## src/rtl/dram_req_arbiter.sv

```systemverilog
// dram_req_arbiter
//   Two-requester (UART, D-cache) arbiter in front of a single DRAM request
//   port. Each requester owns one request slot; a start pulse fills the slot
//   if it is free. A five-state FSM grants one slot at a time, emits a
//   one-cycle downstream start pulse, holds the granted request on m_* until
//   the downstream finish pulse, then pulses the owner's done and frees the slot.
//
//   Build option: DRAM_ARB_DC_PRIORITY_EN -- when defined, the D-cache wins
//   every tie; otherwise ties alternate (round-robin on the last served).
//
// Ports
//   clk, rst_n                      clock, async active-low reset
//   uart_* / dc_*                   requester start pulses, addr, wdata, mask,
//                                   done pulse and read-beat valid
//   rdat_data                       read data shared by both requesters
//   m_wstart_rq, m_rstart_rq        downstream start pulses
//   m_addr, m_wdata, m_mask         downstream request, held while in service
//   m_finish_wresp, m_finish_mrd    downstream completion pulses
//   m_rdat_data, m_rdat_valid       downstream read beats

// One request slot. While busy it ignores new start pulses; it clears only
// when the arbiter signals that its transaction has completed.
module dram_req_slot #(
  parameter int AW = 32
) (
  input  logic          clk,
  input  logic          rst_n,
  input  logic          wstart,
  input  logic          rstart,
  input  logic [AW-1:0] addr,
  input  logic [127:0]  wdata,
  input  logic [15:0]   mask,
  input  logic          free,
  output logic          busy,
  output logic          is_wr,
  output logic [AW-1:0] q_addr,
  output logic [127:0]  q_wdata,
  output logic [15:0]   q_mask
);

  always_ff @(posedge clk or negedge rst_n) begin
    if (!rst_n) begin
      busy    <= 1'b0;
      is_wr   <= 1'b0;
      q_addr  <= '0;
      q_wdata <= '0;
      q_mask  <= '0;
    end else if (busy) begin
      if (free) busy <= 1'b0;
    end else if (wstart || rstart) begin
      busy    <= 1'b1;
      is_wr   <= wstart;   // a coincident read is dropped
      q_addr  <= addr;
      q_wdata <= wdata;
      q_mask  <= mask;
    end
  end

endmodule

module dram_req_arbiter #(
  parameter int AW = 32
) (
  input  logic          clk,
  input  logic          rst_n,
  input  logic          uart_wstart_rq,
  input  logic          uart_rstart_rq,
  input  logic [AW-1:0] uart_addr,
  input  logic [127:0]  uart_wdata,
  input  logic [15:0]   uart_mask,
  output logic          uart_done,
  output logic          uart_rdat_valid,
  input  logic          dc_wstart_rq,
  input  logic          dc_rstart_rq,
  input  logic [AW-1:0] dc_addr,
  input  logic [127:0]  dc_wdata,
  input  logic [15:0]   dc_mask,
  output logic          dc_done,
  output logic          dc_rdat_valid,
  output logic [127:0]  rdat_data,
  output logic          m_wstart_rq,
  output logic          m_rstart_rq,
  output logic [AW-1:0] m_addr,
  output logic [127:0]  m_wdata,
  output logic [15:0]   m_mask,
  input  logic          m_finish_wresp,
  input  logic [127:0]  m_rdat_data,
  input  logic          m_rdat_valid,
  input  logic          m_finish_mrd
);

  localparam int NREQ = 2;
  localparam int UART = 0;
  localparam int DC   = 1;

  typedef enum logic [2:0] {IDLE, WISSUE, WWAIT, RISSUE, RWAIT} state_t;

  state_t state, state_nx;

  // requester inputs gathered into lane-indexed arrays
  logic [NREQ-1:0]           in_w, in_r;
  logic [NREQ-1:0][AW-1:0]   in_addr;
  logic [NREQ-1:0][127:0]    in_wdata;
  logic [NREQ-1:0][15:0]     in_mask;

  logic [NREQ-1:0]           s_busy, s_wr, s_free;
  logic [NREQ-1:0][AW-1:0]   s_addr;
  logic [NREQ-1:0][127:0]    s_wdata;
  logic [NREQ-1:0][15:0]     s_mask;

  logic                      owner;   // 0 = uart, 1 = dc
  logic                      pick;    // requester chosen this cycle
  logic                      grant;
  logic                      fin;
  logic [NREQ-1:0]           done_q;
  logic                      active;
  logic                      rd_wait;

  assign in_w     = {dc_wstart_rq, uart_wstart_rq};
  assign in_r     = {dc_rstart_rq, uart_rstart_rq};
  assign in_addr  = {dc_addr,      uart_addr};
  assign in_wdata = {dc_wdata,     uart_wdata};
  assign in_mask  = {dc_mask,      uart_mask};

  // Only the owner's slot is ever freed, and only on its completion.
  assign s_free = {fin & owner, fin & ~owner};

  for (genvar g = 0; g < NREQ; g++) begin : g_slot
    dram_req_slot #(.AW(AW)) u_slot (
      .clk     (clk),
      .rst_n   (rst_n),
      .wstart  (in_w[g]),
      .rstart  (in_r[g]),
      .addr    (in_addr[g]),
      .wdata   (in_wdata[g]),
      .mask    (in_mask[g]),
      .free    (s_free[g]),
      .busy    (s_busy[g]),
      .is_wr   (s_wr[g]),
      .q_addr  (s_addr[g]),
      .q_wdata (s_wdata[g]),
      .q_mask  (s_mask[g])
    );
  end

  // Grant selection. In IDLE no slot is in service, so busy == pending.
`ifdef DRAM_ARB_DC_PRIORITY_EN
  assign pick = s_busy[DC];
`else
  logic last_dc;   // last served requester; reset to uart so dc wins first tie

  assign pick = (&s_busy) ? ~last_dc : s_busy[DC];

  always_ff @(posedge clk or negedge rst_n) begin
    if (!rst_n)     last_dc <= 1'b0;
    else if (grant) last_dc <= pick;
  end
`endif

  always_comb begin
    state_nx = state;
    grant    = 1'b0;
    fin      = 1'b0;
    unique case (state)
      IDLE: begin
        if (|s_busy) begin
          grant    = 1'b1;
          state_nx = s_wr[pick] ? WISSUE : RISSUE;
        end
      end
      WISSUE: state_nx = WWAIT;
      WWAIT: begin
        if (m_finish_wresp) begin
          fin      = 1'b1;
          state_nx = IDLE;
        end
      end
      RISSUE: state_nx = RWAIT;
      RWAIT: begin
        if (m_finish_mrd) begin
          fin      = 1'b1;
          state_nx = IDLE;
        end
      end
      default: state_nx = IDLE;
    endcase
  end

  always_ff @(posedge clk or negedge rst_n) begin
    if (!rst_n) begin
      state  <= IDLE;
      owner  <= 1'b0;
      done_q <= '0;
    end else begin
      state  <= state_nx;
      done_q <= s_free;
      if (grant) owner <= pick;
    end
  end

  // Downstream request is the owner's slot, visible only while in service;
  // the gating also makes the outputs drop the moment reset asserts.
  assign active      = (state != IDLE);
  assign rd_wait     = (state == RWAIT);
  assign m_wstart_rq = (state == WISSUE);
  assign m_rstart_rq = (state == RISSUE);
  assign m_addr      = active ? s_addr[owner]  : '0;
  assign m_wdata     = active ? s_wdata[owner] : '0;
  assign m_mask      = active ? s_mask[owner]  : '0;

  // Read beats pass straight through to the owner with no added latency.
  assign rdat_data       = rd_wait ? m_rdat_data : '0;
  assign uart_rdat_valid = rd_wait & ~owner & m_rdat_valid;
  assign dc_rdat_valid   = rd_wait &  owner & m_rdat_valid;

  assign uart_done = done_q[UART];
  assign dc_done   = done_q[DC];

endmodule

```

## config.mk

```make
export PLATFORM = sky130hd
export DESIGN_NAME = dram_req_arbiter
export DESIGN_NICKNAME = d
export VERILOG_FILES = /design/src/rtl/dram_req_arbiter.sv
export SDC_FILE = /design/constraint.sdc
export NUM_CORES = 1
export LEC_CHECK = 0
export CAP_MARGIN = 20
export CORE_AREA = 4 4 305 307
export CTS_BUF_LIST = sky130_fd_sc_hd__clkbuf_2
export DETAILED_ROUTE_END_ITERATION = 8
export DIE_AREA = 0 0 309 311
export GPL_ROUTABILITY_DRIVEN = 0
export PLACE_DENSITY = 0.39
export SKIP_LAST_GASP = 1
export SYNTH_ARGS = -nofsm -noshare
export SYNTH_HDL_FRONTEND = slang
export SYNTH_SLANG_ARGS = --single-unit
```

## constraint.sdc

```tcl
create_clock -name clk -period 3.6 [get_ports clk]
set_input_delay 0.36 -clock clk [delete_from_list [all_inputs] [get_ports clk]]
set_output_delay 0.36 -clock clk [all_outputs]
set_load 0.005 [all_outputs]
```

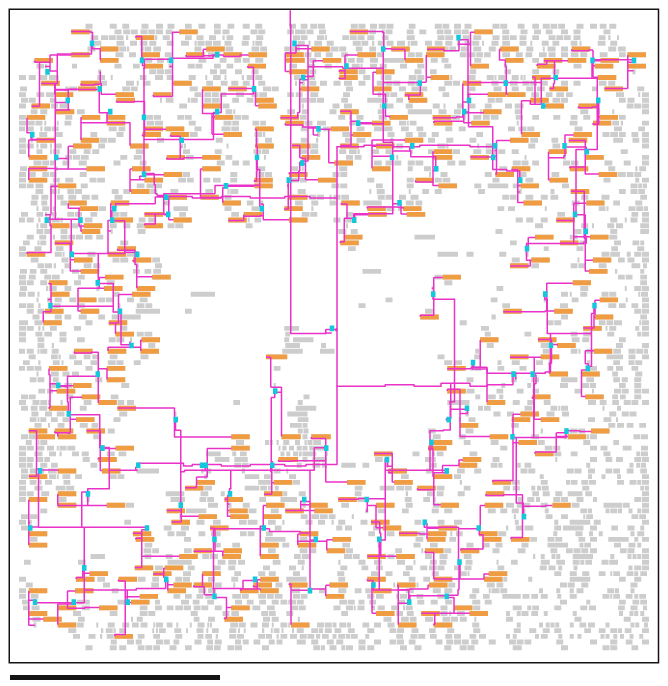
Run 1: routed clock nets over the placement
The bar under the picture is 100 microns long.
magenta -> clock wires  # length 7110 microns
orange -> flip-flops  # count 362
cyan -> clock-net drivers  # count 116
routed clock nets = 117
clock share of power: 13.3%
worst skew pair latency: 1.18 ns
Final Skew: 0.0521 ns
Clk power: 3.32 mW

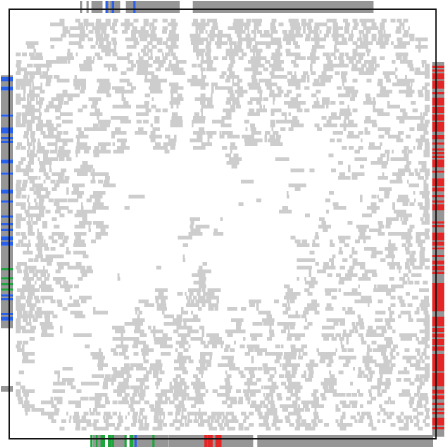
Run 1: pin map
Pins as bars across the die edge, other pins in gray.
green -> dc_mask  # pins 16, direction input, edge 12 bottom, 4 left
red -> m_rdat_data  # pins 128, direction input, edge 119 right, 9 bottom
blue -> uart_addr  # pins 32, direction input, edge 28 left, 3 top, 1 bottom

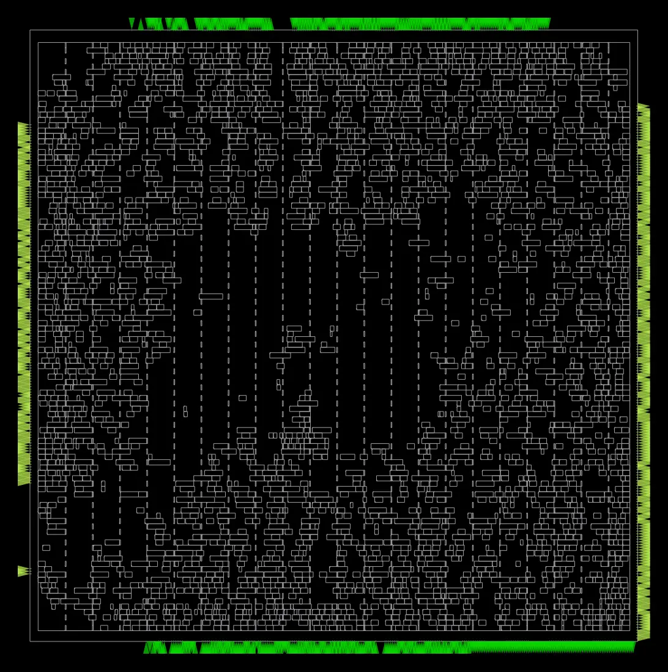
Run 1: cell placement
Final Non-Filler Cells: 3845
final core utilization: 35.6%

==> flow_metrics.py, run 1 <==
# Flow results
metrics = {
    "sta": {
        "slew_headroom_pct": 46.9,
        "slew_viol_final": 0,
        "fin_crit_ns": 3.40,
        "fin_hold_ws_ns": 0.294,
        "fmax_mhz": 294,
        "finalSetupTns_ns": 0,
        "hold_viol": 0,
        "rsz0062_at_grt": "true",
    },
    "yosys": {
        "avgSynthCellArea_sq_um": 12.9,
        "async_flop_share_pct": 100,
        "synth-seq-cells": 362,
        "ys_cells": 1321,
        "top_logic_kind": "multiplexers",
        "simple_gate_share_pct": 9.20,
        "synth_nets": 1810,
        "ff_type": "dfrtp_1",
        "largest_area_cell": "dfrtp_1",
        "aoi_share_pct": 0.647,
        "common_cells": "dfrtp_1 (362), mux2_2 (354), nor2_1 (178)",
        "synth-edff-count": 0,
        "yosysChipArea_sq_mm": 0.0170,
        "synthTopCellsByArea": "dfrtp_1 (53%), mux2_2 (23%), mux2i_1 (10%), and2_1 (4.8%), nor2_1 (3.9%)",
        "top_cell_area_share_pct": 53.2,
        "yosysMostFrequentCell": "dfrtp_1",
    },
    "critical_path": {
        "path_buffers": 4,
        "crit_cells": 6,
        "endpoint_kind": "output port",
        "cp_slowest_cell": "clkdlybuf4s50_1",
        "crit_start": "state[2]$_DFFE_PN0P_",
        "rrSetupSlack_ns": 1.77,
        "crit_fanout": 16,
        "worstSetupStartpointType": "register",
        "crit_type": "register to output port",
        "rr_worst_depth": 3,
        "cp.arrival_ns": 3.04,
    },
    "power": {
        "p_leak_nw": 14.2,
        "top_power_group": "combinational logic",
        "sequentialPower_mw": 7.29,
        "internal-power_mw": 15.7,
        "seq_power_share_pct": 29.3,
        "ir_drop_uv": 373,
        "switching_share_pct": 36.7,
        "power_frac_comb_pct": 57.4,
        "total_power_mw": 24.9,
        "cellPowerDensity_mw_per_mm2": 777,
    },
    "grt": {
        "grt_max_degree": 96,
        "grt.overflow.total": 0,
        "globalRoute.busiestLayer": "met2",
        "antenna_found_initial": 31,
        "grt_pass1_vias": 17700,
        "grt.met2_usage_pct": 36.5,
        "grt_use_met1_pct": 20.0,
        "grt.total_usage_pct": 19.3,
    },
    "clocking": {
        "cts_tree": "built",
        "cts_made_buffers": 116,
        "cts_resized": 104,
        "cts_root_buf": "clkbuf_2",
        "ctsHoldBuffers": 361,
        "clock_sinks": 362,
        "h-tree-depth": 3,
        "post_cts_buffers": 19,
    },
    "routing": {
        "vias": 15600,
        "drt_iter0_drc": 578,
        "avgViaCountPerCell": 4.07,
        "routed_wl_microns": 97800,
        "dr_wl_met2_microns": 52300,
        "wl_met1_microns": 35500,
        "postRouteAntennaNets": 0,
    },
    "cells_and_area": {
        "buf_share_pct": 40.3,
        "n_antenna_cell": 27,
        "nNonClkBuffers": 1226,
        "flop-count": 362,
        "logic_gates": 862,
        "largest_reg_flops": 256,
        "area_delta_synth_final_pct": 88.1,
        "clkbuf_count": 167,
        "inverters": 4,
        "drive_above_1_share_pct": 23.7,
        "num-nets-final": 3061,
        "layout_top_cell": "clkdlybuf4s50_1",
        "logic_area_sq_mm": 0.00752,
        "reg.largest.list": "g_slot.u_slot.q_wdata: 256 flops, g_slot.u_slot.q_addr: 64 flops, g_slot.u_slot.q_mask: 32 flops",
        "stdcell_area_sq_mm": 0.0320,
        "lay_top_cells": "clkdlybuf4s50_1 (740), dlygate4sd3_1 (360), dfrtp_1 (358), mux2_2 (354), nor2_1 (178)",
        "comb_area_share_pct": 23.5,
    },
    "floorplanning": {
        "core_sq_mm": 0.0900,
        "tap-cell-count": 1176,
        "chipArea_sq_mm": 0.0961,
        "num_rows": 110,
        "ios": 799,
        "fp.dieH_microns": 311,
    },
    "min_path": {
        "hold_path_class": "input pin to register",
        "hold_path_depth": 4,
    },
    "placement": {
        "place_area_sq_mm": 0.0263,
        "dp_slack_ns": 0.850,
        "dp_hpwl_microns": 67800,
    },
    "run": {
        "warnings": 28,
    },
    "status": {
        "outcome": "finished clean",
    },
}
==> run 2, diff against run 1 <==
- CTS_CLUSTER_SIZE: default -> 8
- SETUP_SLACK_MARGIN: default -> 0.05
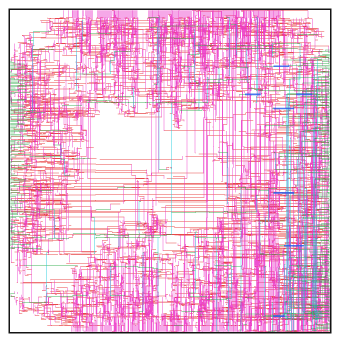
Run 2: routed metal, one color a layer
cyan -> M4  # wire length 4620 microns
red -> M1  # wire length 36.1 mm
magenta -> M2  # wire length 52.2 mm
blue -> M5  # wire length 105 microns
green -> M3  # wire length 5780 microns

==> run 2 against run 1 <==
Effect of this change:
- worst hold slack gained 0.0061 ns
- flip-flop count unchanged
- sequential share of layout area is 0.31 points lower
- critical path depth unchanged
- highest routed layer unchanged
- count of clock-buffer cells in the layout unchanged
- area after synthesis unchanged
- maximum frequency is 2.1% higher
- largest power group unchanged
- register-to-register slack better by 0.03 ns
- power grew 0.16%
- largest cell class unchanged
- sequential power barely moved
- synthesized cell count stayed put
- critical endpoint is now m_wdata[92]
==> flow_metrics.py, run 2 <==
# Flow results
metrics = {
    "cells_and_area": {
        "num-nets-final": 3079,
        "lay_top_cells": "clkdlybuf4s50_1 (623), dlygate4sd3_1 (360), dfrtp_1 (358), mux2_2 (354), nor2_1 (178)",
        "buf_share_pct": 40.8,
        "fin_util_pct": 36.0,
        "stdcell_area_sq_mm": 0.0324,
        "top_register": "g_slot.u_slot.q_wdata",
        "inverters": 4,
        "flop-count": 362,
        "seq_share_pct": 28.0,
        "area_delta_synth_final_pct": 90.2,
        "clkbuf_count": 167,
        "n_antenna_cell": 26,
        "logic_area_sq_mm": 0.00757,
        "largest_reg_flops": 256,
        "drive_above_1_share_pct": 24.4,
        "logic_gates": 862,
        "clock_area_share_pct": 3.02,
        "layout_top_cell": "clkdlybuf4s50_1",
        "reg.largest.list": "g_slot.u_slot.q_wdata: 256 flops, g_slot.u_slot.q_addr: 64 flops, g_slot.u_slot.q_mask: 32 flops",
        "nNonClkBuffers": 1244,
        "instances_no_fill": 3862,
        "comb_area_share_pct": 23.4,
    },
    "yosys": {
        "ys_cells": 1321,
        "aoi_share_pct": 0.647,
        "synth_nets": 1810,
        "largest_area_cell": "dfrtp_1",
        "avgSynthCellArea_sq_um": 12.9,
        "yosysMostFrequentCell": "dfrtp_1",
        "common_cells": "dfrtp_1 (362), mux2_2 (354), nor2_1 (178)",
        "synth-seq-cells": 362,
        "yosysChipArea_sq_mm": 0.0170,
        "ff_type": "dfrtp_1",
        "synth-edff-count": 0,
        "simple_gate_share_pct": 9.20,
        "top_logic_kind": "multiplexers",
        "synthTopCellsByArea": "dfrtp_1 (53%), mux2_2 (23%), mux2i_1 (10%), and2_1 (4.8%), nor2_1 (3.9%)",
        "async_flop_share_pct": 100,
        "top_cell_area_share_pct": 53.2,
        "adder_share_pct": 0,
    },
    "grt": {
        "grt.overflow.total": 0,
        "grt_max_degree": 96,
        "grt.met2_usage_pct": 36.9,
        "grt_pass1_vias": 17800,
        "grt.total_usage_pct": 19.6,
        "grt_use_met1_pct": 20.5,
        "globalRoute.busiestLayer": "met2",
        "antenna_found_initial": 31,
        "met3_usage_pct": 4.76,
    },
    "routing": {
        "routed_wl_microns": 98800,
        "avgViaCountPerCell": 4.11,
        "drt-pass1-iter-count": 4,
        "postRouteAntennaNets": 0,
        "drt_iter0_drc": 543,
        "wl_met1_microns": 36100,
        "dr_wl_met2_microns": 52200,
        "vias": 15900,
    },
    "critical_path": {
        "rrSetupSlack_ns": 1.80,
        "rr_startpoint": "g_slot[1].u_slot.busy$_DFF_PN0_",
        "path_buffers": 4,
        "crit_cells": 6,
        "worstSetupStartpointType": "register",
        "rr_worst_depth": 3,
        "crit_fanout": 14,
        "cp_slowest_cell": "clkdlybuf4s50_1",
        "path_cells": "buf_4, nor3_4, buf_6, buf_16, nor2_1, clkdlybuf4s50_1",
        "endpoint_kind": "output port",
        "crit_type": "register to output port",
        "setup.worst_path.end": "m_wdata[92]",
        "cpLargestDelayFamily": "buffers and inverters",
        "cp.arrival_ns": 2.97,
        "crit_start": "state[0]$_DFFE_PN0P_",
        "required_ns": 3.24,
    },
    "sta": {
        "finalSetupTns_ns": 0,
        "hold_viol": 0,
        "slew_headroom_pct": 50.7,
        "rsz0062_at_grt": "true",
        "fin_hold_ws_ns": 0.300,
        "fmax_mhz": 301,
        "fin_crit_ns": 3.33,
        "slew_viol_final": 0,
        "clock_skew_ns": 0.0579,
    },
    "clocking": {
        "cts_tree": "built",
        "cts_made_buffers": 116,
        "cts_root_buf": "clkbuf_2",
        "clkLatencyLatePin_ns": 1.19,
        "post_cts_buffers": 25,
        "ctsHoldBuffers": 361,
        "clock_sinks": 362,
        "cts_resized": 173,
        "h-tree-depth": 3,
    },
    "floorplanning": {
        "core_sq_mm": 0.0900,
        "fp.dieH_microns": 311,
        "num_rows": 110,
        "chipArea_sq_mm": 0.0961,
        "ios": 799,
        "tap-cell-count": 1176,
        "die_w_microns": 309,
    },
    "placement": {
        "dp_slack_ns": 0.850,
        "place_area_sq_mm": 0.0263,
        "dp_hpwl_microns": 67800,
    },
    "status": {
        "outcome": "finished clean",
    },
    "power": {
        "internal-power_mw": 15.7,
        "total_power_mw": 24.9,
        "p_leak_nw": 15.6,
        "switching_share_pct": 37.2,
        "cellPowerDensity_mw_per_mm2": 770,
        "clkPwrFrac_pct": 13.3,
        "pg_clk_mw": 3.32,
        "power_frac_comb_pct": 57.3,
        "ir_drop_uv": 348,
        "sequentialPower_mw": 7.32,
        "seq_power_share_pct": 29.4,
        "top_power_group": "combinational logic",
    },
    "min_path": {
        "hold_path_class": "input pin to register",
        "hold_path_depth": 4,
    },
    "run": {
        "warnings": 28,
    },
}
==> run 3, diff against run 2 <==
- PLACE_DENSITY: 0.39 -> 0.43
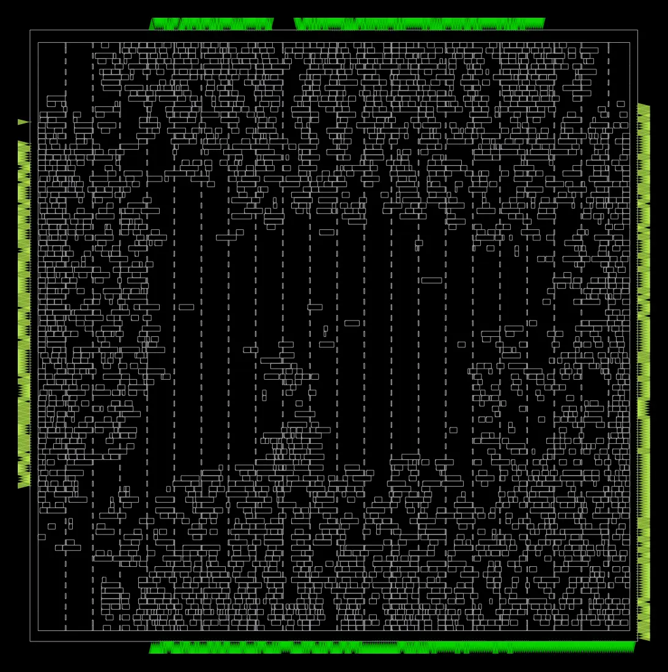
Run 3: cell placement
flop share of the area: 28.5%
final core utilization: 35.4%

==> run 3 against run 2 <==
Effect of this change:
- flip-flop count stayed put
- largest cell class unchanged
- critical endpoint is now rdat_data[37]
- die area is the same
- wire length up 0.90%
- critical path depth shrank 1
- critical path type unchanged
==> flow_metrics.py, run 3 <==
# Flow results
metrics = {
    "sta": {
        "clock_skew_ns": 0.0709,
        "fin_hold_ws_ns": 0.262,
        "slew_viol_final": 0,
        "hold_viol": 0,
        "finalSetupTns_ns": 0,
    },
    "yosys": {
        "top_cell_area_share_pct": 53.2,
        "yosysMostFrequentCell": "dfrtp_1",
        "ff_type": "dfrtp_1",
        "top_logic_kind": "multiplexers",
        "common_cells": "dfrtp_1 (362), mux2_2 (354), nor2_1 (178)",
        "synth-edff-count": 0,
        "adder_share_pct": 0,
        "synth_nets": 1810,
        "ys_cells": 1321,
        "yosysChipArea_sq_mm": 0.0170,
        "aoi_share_pct": 0.647,
        "simple_gate_share_pct": 9.20,
    },
    "cells_and_area": {
        "flop-count": 362,
        "buf_share_pct": 40.1,
        "inverters": 4,
        "logic_gates": 862,
        "drive_above_1_share_pct": 23.3,
        "n_antenna_cell": 23,
        "reg.largest.list": "g_slot.u_slot.q_wdata: 256 flops, g_slot.u_slot.q_addr: 64 flops, g_slot.u_slot.q_mask: 32 flops",
        "clock_area_share_pct": 3.09,
        "clkbuf_count": 153,
        "lay_top_cells": "clkdlybuf4s50_1 (636), dlygate4sd3_1 (360), dfrtp_1 (358), mux2_2 (354), nor2_1 (177)",
        "num-nets-final": 3059,
        "largest_reg_flops": 256,
        "top_register": "g_slot.u_slot.q_wdata",
        "comb_area_share_pct": 23.5,
        "instances_no_fill": 3842,
    },
    "critical_path": {
        "required_ns": 3.24,
        "cpLargestDelayFamily": "buffers and inverters",
        "path_cells": "nor3b_4, buf_6, buf_16, and2_4, clkdlybuf4s50_1",
        "cp.arrival_ns": 2.94,
        "rrSetupSlack_ns": 1.71,
        "cp_slowest_cell": "clkdlybuf4s50_1",
        "crit_fanout": 31,
        "crit_cells": 5,
        "endpoint_kind": "output port",
        "worstSetupStartpointType": "register",
    },
    "floorplanning": {
        "num_rows": 110,
        "chipArea_sq_mm": 0.0961,
        "die_w_microns": 309,
        "core_sq_mm": 0.0900,
        "fp.dieH_microns": 311,
        "tap-cell-count": 1176,
        "ios": 799,
    },
    "status": {
        "outcome": "finished clean",
    },
    "min_path": {
        "hold_path_class": "input pin to register",
        "hold_path_depth": 3,
    },
    "power": {
        "power_frac_comb_pct": 56.4,
        "total_power_mw": 24.6,
        "switching_share_pct": 37.0,
        "ir_drop_uv": 385,
        "sequentialPower_mw": 7.44,
        "p_leak_nw": 14.6,
        "pg_clk_mw": 3.31,
        "clkPwrFrac_pct": 13.4,
    },
    "routing": {
        "wl_met1_microns": 36500,
        "avgViaCountPerCell": 4.12,
        "drt_iter0_drc": 568,
        "drt-pass1-iter-count": 4,
        "dr_wl_met2_microns": 51800,
        "routed_wl_microns": 99700,
    },
    "grt": {
        "globalRoute.busiestLayer": "met2",
        "met3_usage_pct": 6.04,
        "grt.total_usage_pct": 20.2,
        "grt.overflow.total": 0,
        "grt.met2_usage_pct": 36.6,
        "grt_pass1_vias": 17900,
        "antenna_found_initial": 37,
        "grt_max_degree": 82,
    },
    "clocking": {
        "ctsHoldBuffers": 361,
        "cts_root_buf": "clkbuf_2",
        "post_cts_buffers": 16,
        "cts_tree": "built",
        "clkLatencyLatePin_ns": 1.20,
        "clock_sinks": 362,
        "cts_resized": 199,
        "cts_made_buffers": 112,
    },
    "placement": {
        "dp_hpwl_microns": 72300,
        "dp_slack_ns": 1.04,
    },
    "run": {
        "warnings": 28,
    },
}
No activity file was given, so power comes from the tool's default toggle rates.
